Figure 1. Wiring by layer (run 1).
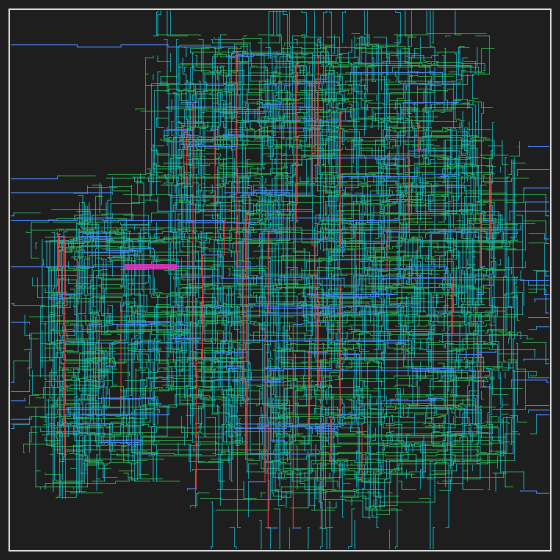
Figure 2. Placement view (run 1).
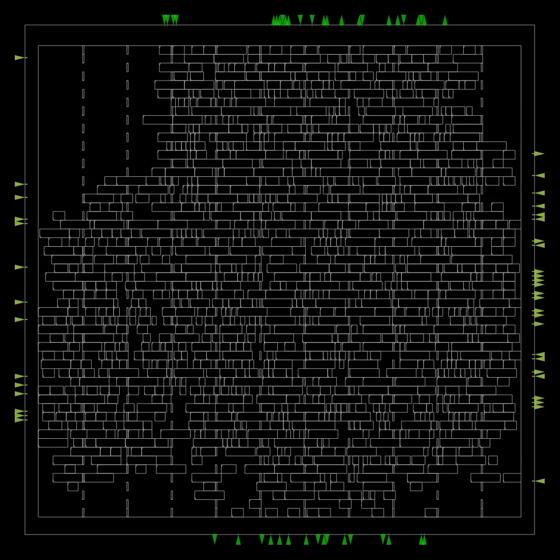
Figure 3. Signal wires on met1 (run 1).
Supply wires on this layer in grey.
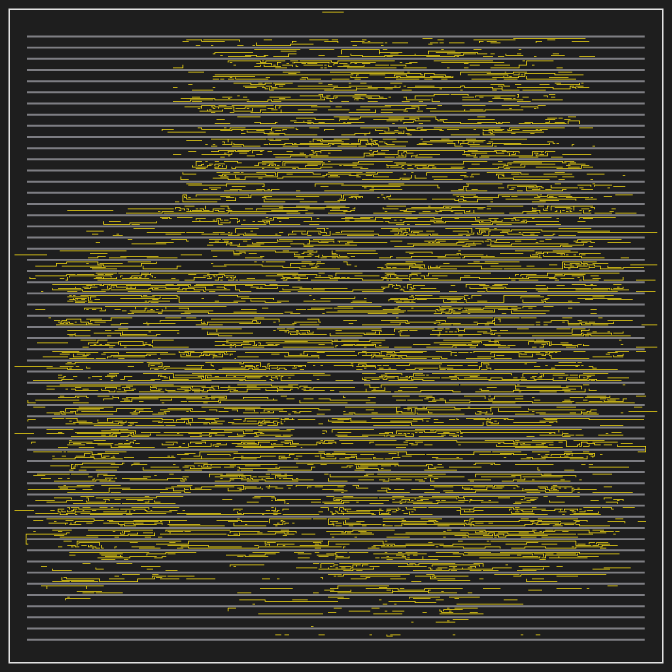
--- config.mk ---
export PLATFORM = sky130hd
export DESIGN_NAME = clock_assoc_cache
export DESIGN_NICKNAME = d
export VERILOG_FILES = /design/src/rtl/clock_assoc_cache.sv
export SDC_FILE = /design/constraint.sdc
export NUM_CORES = 1
export LEC_CHECK = 0
export CAP_MARGIN = 15
export CORE_MARGIN = 4
export CORE_UTILIZATION = 55
export DETAILED_ROUTE_END_ITERATION = 10
export PLACE_DENSITY = 0.8
export SYNTH_ARGS = -nofsm -noshare
export SYNTH_HDL_FRONTEND = slang
export SYNTH_SLANG_ARGS = --single-unit
--- constraint.sdc ---
create_clock -name clock -period 7.2 [get_ports clock]
set_clock_uncertainty 0.1 [all_clocks]
set_input_delay 1.44 -clock clock [delete_from_list [all_inputs] [get_ports clock]]
set_output_delay 1.44 -clock clock [all_outputs]
set_load 0.02 [all_outputs]
--- src/rtl/clock_assoc_cache.sv ---
// clock_assoc_cache: fully-associative cache with CLOCK (second-chance) replacement
//
// Write-allocate, read-no-allocate, no writeback. One request port with a
// valid/ready handshake and a fixed one-cycle response pulse.
//
// Ports:
//   clock      in   single clock, all state on posedge
//   reset_n    in   asynchronous active-low reset
//   req_valid  in   request present
//   req_ready  out  high in IDLE, low while sweeping for a victim
//   req_write  in   1 = write, 0 = read
//   req_addr   in   lookup/allocate tag
//   req_wdata  in   write data
//   resp_valid out  one-cycle pulse per accepted request
//   resp_hit   out  tag matched a valid line at lookup
//   resp_data  out  line data on a read hit, otherwise 0
//   hit_count  out  saturating hit counter   (CACHE_STATS_EN only)
//   miss_count out  saturating miss counter  (CACHE_STATS_EN only)
//
// Optional feature macro: CACHE_STATS_EN adds the statistics counters.
module clock_assoc_cache #(
    parameter int ADDR_WIDTH = 8,
    parameter int LINE_WIDTH = 32,
    parameter int ENTRIES    = 4,
    parameter int STAT_WIDTH = 16
) (
    input  logic                  clock,
    input  logic                  reset_n,
    input  logic                  req_valid,
    output logic                  req_ready,
    input  logic                  req_write,
    input  logic [ADDR_WIDTH-1:0] req_addr,
    input  logic [LINE_WIDTH-1:0] req_wdata,
    output logic                  resp_valid,
    output logic                  resp_hit,
    output logic [LINE_WIDTH-1:0] resp_data
`ifdef CACHE_STATS_EN
    ,
    output logic [STAT_WIDTH-1:0] hit_count,
    output logic [STAT_WIDTH-1:0] miss_count
`endif
);
    localparam int PTR_W = $clog2(ENTRIES);

    typedef enum logic {IDLE, SWEEP} state_t;

    state_t                  state;
    logic [ENTRIES-1:0]      valid;
    logic [ENTRIES-1:0]      ref_bit;
    logic [ADDR_WIDTH-1:0]   tag [ENTRIES];
    logic [LINE_WIDTH-1:0]   data [ENTRIES];
    logic [PTR_W-1:0]        hand;
    logic [ADDR_WIDTH-1:0]   pend_addr;
    logic [LINE_WIDTH-1:0]   pend_wdata;
    logic                    hit;
    logic                    any_free;
    logic [PTR_W-1:0]        hit_idx;
    logic [PTR_W-1:0]        free_idx;

    assign req_ready = (state == IDLE);

    // Descending scan so the lowest-index invalid line wins the fill.
    always_comb begin
        hit      = 1'b0;
        any_free = 1'b0;
        hit_idx  = '0;
        free_idx = '0;
        for (int i = ENTRIES - 1; i >= 0; i--) begin
            if (valid[i] && tag[i] == req_addr) begin
                hit     = 1'b1;
                hit_idx = PTR_W'(i);
            end
            if (!valid[i]) begin
                any_free = 1'b1;
                free_idx = PTR_W'(i);
            end
        end
    end

    always_ff @(posedge clock or negedge reset_n) begin
        if (!reset_n) begin
            state      <= IDLE;
            valid      <= '0;
            ref_bit    <= '0;
            hand       <= '0;
            pend_addr  <= '0;
            pend_wdata <= '0;
            resp_valid <= 1'b0;
            resp_hit   <= 1'b0;
            resp_data  <= '0;
            for (int i = 0; i < ENTRIES; i++) begin
                tag[i]  <= '0;
                data[i] <= '0;
            end
        end else begin
            resp_valid <= 1'b0;
            if (state == IDLE) begin
                if (req_valid) begin
                    if (!req_write) begin
                        resp_valid <= 1'b1;
                        resp_hit   <= hit;
                        resp_data  <= hit ? data[hit_idx] : '0;
                        if (hit) ref_bit[hit_idx] <= 1'b1;
                    end else if (hit) begin
                        data[hit_idx]    <= req_wdata;
                        ref_bit[hit_idx] <= 1'b1;
                        resp_valid       <= 1'b1;
                        resp_hit         <= 1'b1;
                        resp_data        <= '0;
                    end else if (any_free) begin
                        tag[free_idx]     <= req_addr;
                        data[free_idx]    <= req_wdata;
                        valid[free_idx]   <= 1'b1;
                        ref_bit[free_idx] <= 1'b1;
                        resp_valid        <= 1'b1;
                        resp_hit          <= 1'b0;
                        resp_data         <= '0;
                    end else begin
                        pend_addr  <= req_addr;
                        pend_wdata <= req_wdata;
                        state      <= SWEEP;
                    end
                end
            end else begin
                // Second chance: a referenced line loses its bit and the hand moves on.
                hand <= hand + 1'b1;
                if (ref_bit[hand]) begin
                    ref_bit[hand] <= 1'b0;
                end else begin
                    tag[hand]     <= pend_addr;
                    data[hand]    <= pend_wdata;
                    valid[hand]   <= 1'b1;
                    ref_bit[hand] <= 1'b1;
                    state         <= IDLE;
                    resp_valid    <= 1'b1;
                    resp_hit      <= 1'b0;
                    resp_data     <= '0;
                end
            end
        end
    end

`ifdef CACHE_STATS_EN
    // Counts follow the registered response, so they update the cycle after each pulse.
    always_ff @(posedge clock or negedge reset_n) begin
        if (!reset_n) begin
            hit_count  <= '0;
            miss_count <= '0;
        end else if (resp_valid) begin
            if (resp_hit && hit_count != '1) hit_count <= hit_count + 1'b1;
            if (!resp_hit && miss_count != '1) miss_count <= miss_count + 1'b1;
        end
    end
`endif

endmodule

==> impl_metrics.ini, run 1 <==
; generated from flow reports
[cts]
cts_max_path_buffers = 3
htree_levels = 1
cts.reportedPaths.clkPinSlew_ns = 0.06
cts_setup_buffers = 0
ctsHoldBuffers = 0
cts_made_buffers = 26
clockRootBuffer = clkbuf_16
cts_tree = done
worstSkewPairLatency_ns = 0.54
postCtsResizedCells = 0
cts_sinks = 245

[setup_path]
critPathKind = in2reg
required_ns = 7.54
cpMaxStageDelayCell = a41oi_2
critPathMaxStageDelay_ns = 0.80
r2r_end = data[84]
start_kind = primary input
cp-startpoint = req_addr[2]
crit_path_cell_trace = clkdlybuf4s50_1 > xnor2_1 > nand4_1 > nor3_1 > nor4_2 > a41oi_2 > buf_4 > a21o_1 > o2bb2ai_1
ff2ff_path_depth = 7
path_depth = 9
end_kind = flip-flop
path_buffers = 2
critPathCapture = tag[29]
crit_family = AND-OR/OR-AND gates
crit_fanout = 20
reg2reg_from = state
critPathArrivalTime_ns = 5.16
rrSetupSlack_ns = 3.62

[synth]
synth_seq_share_pct = 49.0
most_common_cell = dfrtp_1
syn-num-nets = 1207
synth.largest_area_cell = dfrtp_1
syn_area_per_cell_sq_um = 10.8
top_cells_by_count = dfrtp_1 (245), nand2_1 (184), o21ai_0 (169), mux2_2 (129), clkbuf_1 (56)
numSynthFlops = 245
synth_top_area_share_pct = 49.0
top_cells_by_area = dfrtp_1 (49%), mux2_2 (12%), o21ai_0 (6.8%), nand2_1 (5.5%), mux2_4 (3.6%)
ys.flop_type = dfrtp_1
synth_cell_types = 63
syn_area_sq_um = 12500
synth-async-reset-ratio_pct = 100
ys_area_sq_um = 12500
edf_count = 0
yosys_warnings = 0
ys_cells = 1159
synthCells = 1159

[detailed_routing]
drt_pass1_iterations = 5
drc = 0
met2WireLength_microns = 16300
drt_iter0_drc = 913
top_layer = met5
ant_nets = 0
wl_met1_microns = 14000
met3_length_microns = 2760
vias_per_cell = 6.57

[cells_and_area]
n_fill_cell = 1700
buf_share_pct = 6.48
inv_count = 9
areaGrowthSynthToFinish_pct = 13.6
seqCellArea_sq_um = 6130
layout-drive-gt1-share_pct = 20.4
buffers_excl_clock = 96
largest_reg_flops = 128
largest_class = registers
clkbuf_count = 46
nets = 1241
comb_share_pct = 41.8
top_register = data
flops = 245
clock_area_share_pct = 5.82
num_antenna_cells = 0
final_area_sq_um = 14200
logic_area_sq_um = 5940
nMultiInputCombCells = 815
fin_util_pct = 64.3

[power_and_ir_drop]
power_mw = 5.19
swShare_pct = 36.6
top_power_group = registers
p_per_area_nw_per_um2 = 365
internal-power_mw = 3.29
combPwrFrac_pct = 33.3
p_clk_share_pct = 25.0
power.switching_mw = 1.90
seq_power_share_pct = 41.7
ir_drop_v = 0.000213
seq_cell_power_mw = 2.16
clock_power_mw = 1.30
power.leakage_nw = 6.12
p_comb_mw = 1.73

[final_timing]
slew_violations = 0
hold_violations = 0
finalSetupViolCount = 0
period_needed_ns = 4.83
whs_ns = 0.385
worst_pin_slew_ns = 1.08
fin_setup_tns_ns = 0
slew_headroom_pct = 28.1
fmax_ghz = 0.207
rsz0062_at_grt = false
setup_ws_ns = 2.37
finalCritPeriodShare_pct = 67.0

[grt]
grt_max_degree = 137
grt_pass1_wl_microns = 55300
grt_pass1_vias = 10167
grtUsageTotal_pct = 26.7
antenna_found_initial = 1
top_usage_layer = met2
grt-ovfl-total = 0
met2_usage_pct = 43.8
grt_use_met3_pct = 4.64

[floorplanning]
num_tap_cells = 280
die_area_sq_um = 25200
io_pins = 79
fp_util_pct = 56.6
coreArea_sq_um = 22100
dieWidth_microns = 159
die.size.y_microns = 159
fp-row-count = 54

[placement]
place_congestion = 0.875
place_ws_ns = 1.91
portBuffers = 78
post_dp_cell_area_sq_um = 13400
dp.cells = 1445
hpwl_microns = 19600

[hold_path]
hold-path-cell-count = 2
min_path_type = reg2reg
holdCritStartpoint = resp_data[27]
min_to = resp_data[27]

[run]
drv_cap = 0
warnings = 31

[run_status]
outcome = complete, no violations
-- Figure 1 (at the start) --
- blue: met3 (wire length 2760 microns)
- green: met1 (wire length 14000 microns)
- magenta: met5 (wire length 13.8 microns)
- red: met4 (wire length 1330 microns)
- cyan: met2 (wire length 16300 microns)
via count: 9810
WL per Instance: 23.1 microns
final wirelength: 34500 microns

-- Figure 2 (at the start) --
final std cells w/o fill: 1493
sequential share of cell area: 43.2%

-- Figure 3 (at the start) --
- nets with wire on the layer: 1152
- wire length on this layer: 14000 microns
global routing met1 resource utilization: 35.6%

[run 1: kinds of logic after synthesis]
kind of cell             Yosys count  share of synthesized area (%)
AND/OR/NAND/NOR                  252                           8.94
XOR/XNOR                          33                           2.73
flip-flops                       245                           49.0
multiplexers                     170                           16.3
AND-OR/OR-AND                    356                           18.6
adder cells (fa/ha/maj)            4                          0.400
buffers and inverters             99                           4.03
[run 1: layout by cell type, fill, tap and decap left out, types with 10 or more instances in the layout]
master	n
a21oi_1	35
a22o_1	32
a22oi_1	33
a32oi_1	32
buf_4	18
clkbuf_1	12
clkbuf_16	26
clkdlybuf4s50_1	77
dfrtp_1	245
mux2_1	10
mux2_2	129
mux2_4	30
nand2_1	184
nor2_1	10
o21ai_0	168
o2bb2ai_1	32
xnor2_1	25
==> inputs of run 2 (changes only) <==
==> constraint.sdc (replaced) <==
create_clock -name clock -period 4.6 [get_ports clock]
set_clock_uncertainty 0.1 [all_clocks]
set_input_delay 0.92 -clock clock [delete_from_list [all_inputs] [get_ports clock]]
set_output_delay 0.92 -clock clock [all_outputs]
set_load 0.02 [all_outputs]
==> run 2 against run 1 <==
  * Sequential power rose by 56%
  * Largest power group unchanged
  * Critical path type unchanged
  * Global-route usage decreased by 0.37 points
  * Combinational power grew about 60%
  * Sequential cell count unchanged
  * Total power grew 65%
  * Clock power increased by 87%
  * Critical path depth unchanged
==> impl_metrics.ini, run 2 <==
; generated from flow reports
[run_status]
outcome = complete, no violations

[synth]
syn_area_sq_um = 12500
synth.largest_area_cell = dfrtp_1
synth-xor-area-share_pct = 2.73
ys_cells = 1159
simple_gate_area_share_pct = 8.94
synth-async-reset-ratio_pct = 100
synth_seq_share_pct = 49.0
synth_top_area_share_pct = 49.0
syn-num-nets = 1207
ys.flop_type = dfrtp_1
synthCells = 1159
synth_cell_types = 63
mux_share_pct = 16.3
synthTopLogicFamily = AND-OR/OR-AND gates
synthAdderAreaFrac_pct = 0.400
top_cells_by_area = dfrtp_1 (49%), mux2_2 (12%), o21ai_0 (6.8%), nand2_1 (5.5%), mux2_4 (3.6%)
syn_area_per_cell_sq_um = 10.8
edf_count = 0
yosys_warnings = 0
numSynthFlops = 245
most_common_cell = dfrtp_1

[cells_and_area]
nets = 1261
final_common_cell = dfrtp_1
lay_top_cells = dfrtp_1 (245), nand2_1 (184), o21ai_0 (168)
top_register = data
layout-drive-gt1-share_pct = 22.5
largest_reg_flops = 128
areaGrowthSynthToFinish_pct = 16.9
seqCellArea_sq_um = 6130
num_antenna_cells = 0
final_area_sq_um = 14600

[cts]
cts_max_path_buffers = 3
cts.reportedPaths.clkPinSlew_ns = 0.06
cts_made_buffers = 27
worstSkewPairLatency_ns = 0.53
cts_sinks = 245
postCtsResizedCells = 0
ctsHoldBuffers = 0
cts_tree = done
clockRootBuffer = clkbuf_16
htree_levels = 1
cts_setup_buffers = 0

[final_timing]
worst_pin_slew_ns = 1.06
slew_headroom_pct = 28.9
fin_setup_tns_ns = 0
fmax_ghz = 0.268
setup_ws_ns = 0.872
finalSetupViolCount = 0
finalCritPeriodShare_pct = 81.1
rsz0062_at_grt = false
slew_violations = 0
period_needed_ns = 3.73
hold_violations = 0
whs_ns = 0.279

[detailed_routing]
ant_nets = 0
vias = 9804
routedWlPerCell_microns = 22.3
drt_pass1_iterations = 5
drt_iter0_drc = 1020
vias_per_cell = 6.48
drc = 0

[power_and_ir_drop]
power.leakage_nw = 6.35
ir_drop_v = 0.000375
power_mw = 8.57

[grt]
grt_pass1_wl_microns = 54800
grt_max_degree = 99
grtUsageTotal_pct = 26.3
grt_pass1_vias = 10209
antenna_found_initial = 1

[setup_path]
critPathCapture = data[3]
path_buffers = 2
path_depth = 9
start_kind = primary input
critPathArrivalTime_ns = 4.04
reg2reg_from = hand[1]
ff2ff_path_depth = 7
rrSetupSlack_ns = 1.51
critPathMaxStageDelay_ns = 0.80
crit_path_cell_trace = clkdlybuf4s50_1 > xnor2_2 > nand4_1 > nor4_4 > nor4_2 > a21oi_4 > o21a_2 > buf_12 > mux2_2
cpMaxStageDelayCell = clkdlybuf4s50_1
r2r_end = data[3]
crit_fanout = 19
required_ns = 4.92
cp-startpoint = req_addr[5]
critPathKind = in2reg
crit_family = buffers and inverters

[placement]
place_congestion = 0.856
hpwl_microns = 20400
dp.cells = 1464
portBuffers = 78
post_dp_cell_area_sq_um = 13600
place_ws_ns = 0.382

[run]
drv_cap = 0
warnings = 29

[floorplanning]
fp_util_pct = 56.6
coreArea_sq_um = 22100
fp-row-count = 54
die_area_sq_um = 25200
io_pins = 79
die.size.y_microns = 159
dieWidth_microns = 159

[hold_path]
min_path_type = in2async
## run 2: power by group
| group | switching [mW] | internal [mW] | total [mW] |
|---|---|---|---|
| registers | 0.564 | 2.80 | 3.37 |
| clock network | 0.882 | 1.55 | 2.43 |
| logic | 1.54 | 1.23 | 2.77 |
| total | 2.99 | 5.58 | 8.57 |
## run 2: area by class of cell
cell class,instances,share of cell area [%]
flip-flops and latches,245,41.9
multi-input cells,815,40.5
repair buffers,115,7.96
clock buffers,33,5.12
well taps,280,2.40
clock inverters,16,1.81
inverters,9,0.231
## run 2: per-layer routing
layer | up-vias | wire length (microns) | global-route usage [%]
met4 | 0 | 1140 | 9.43
met1 | 4891 | 13400 | 34.7
met3 | 88 | 2780 | 4.51
met5 | - | 0 | 0
met2 | 499 | 16500 | 44.3
li1 | 4326 | - | -
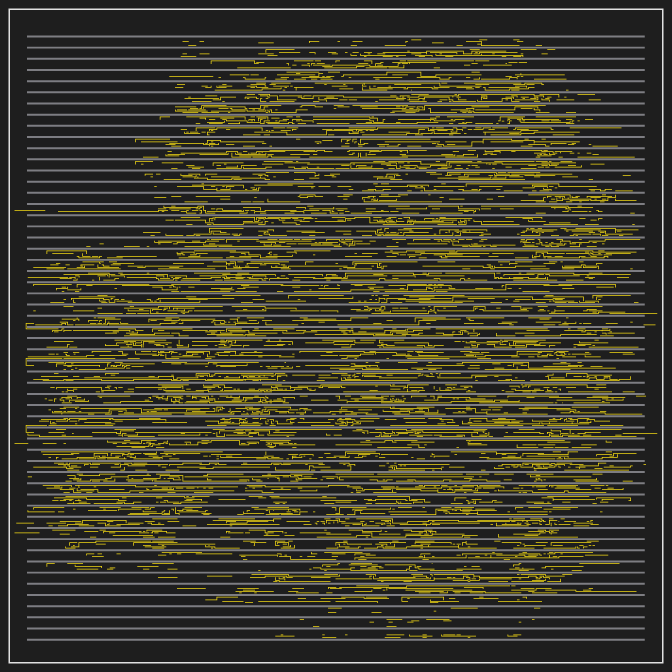
Figure 4: run 2, signal wires on met1.
Supply wires on this layer in grey.
- longest straight run: 33.1 microns
- wire length on this layer: 13400 microns
- nets with wire on the layer: 1171
- main direction: horizontal
- share of all routed wire: 40%
global routing met1 resource utilization: 34.7%
final wirelength: 33800 microns

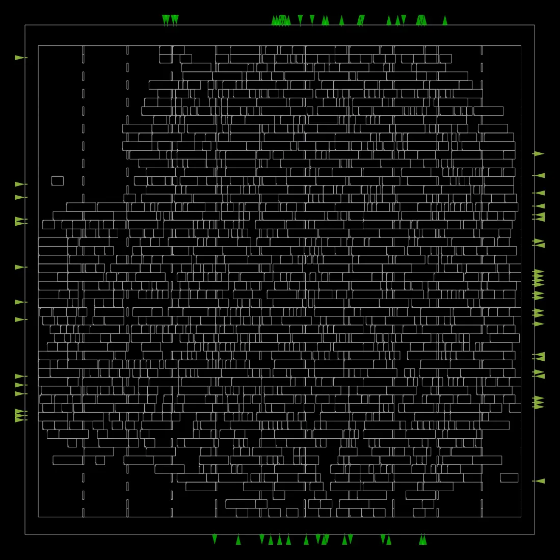
Figure 5: run 2, placement view.
final std cells w/o fill: 1513
sequential share of cell area: 41.9%
FF+latch count: 245
Filler Cells Inserted: 1617

Power figures rest on the tool's default switching activity, not on a simulated workload.
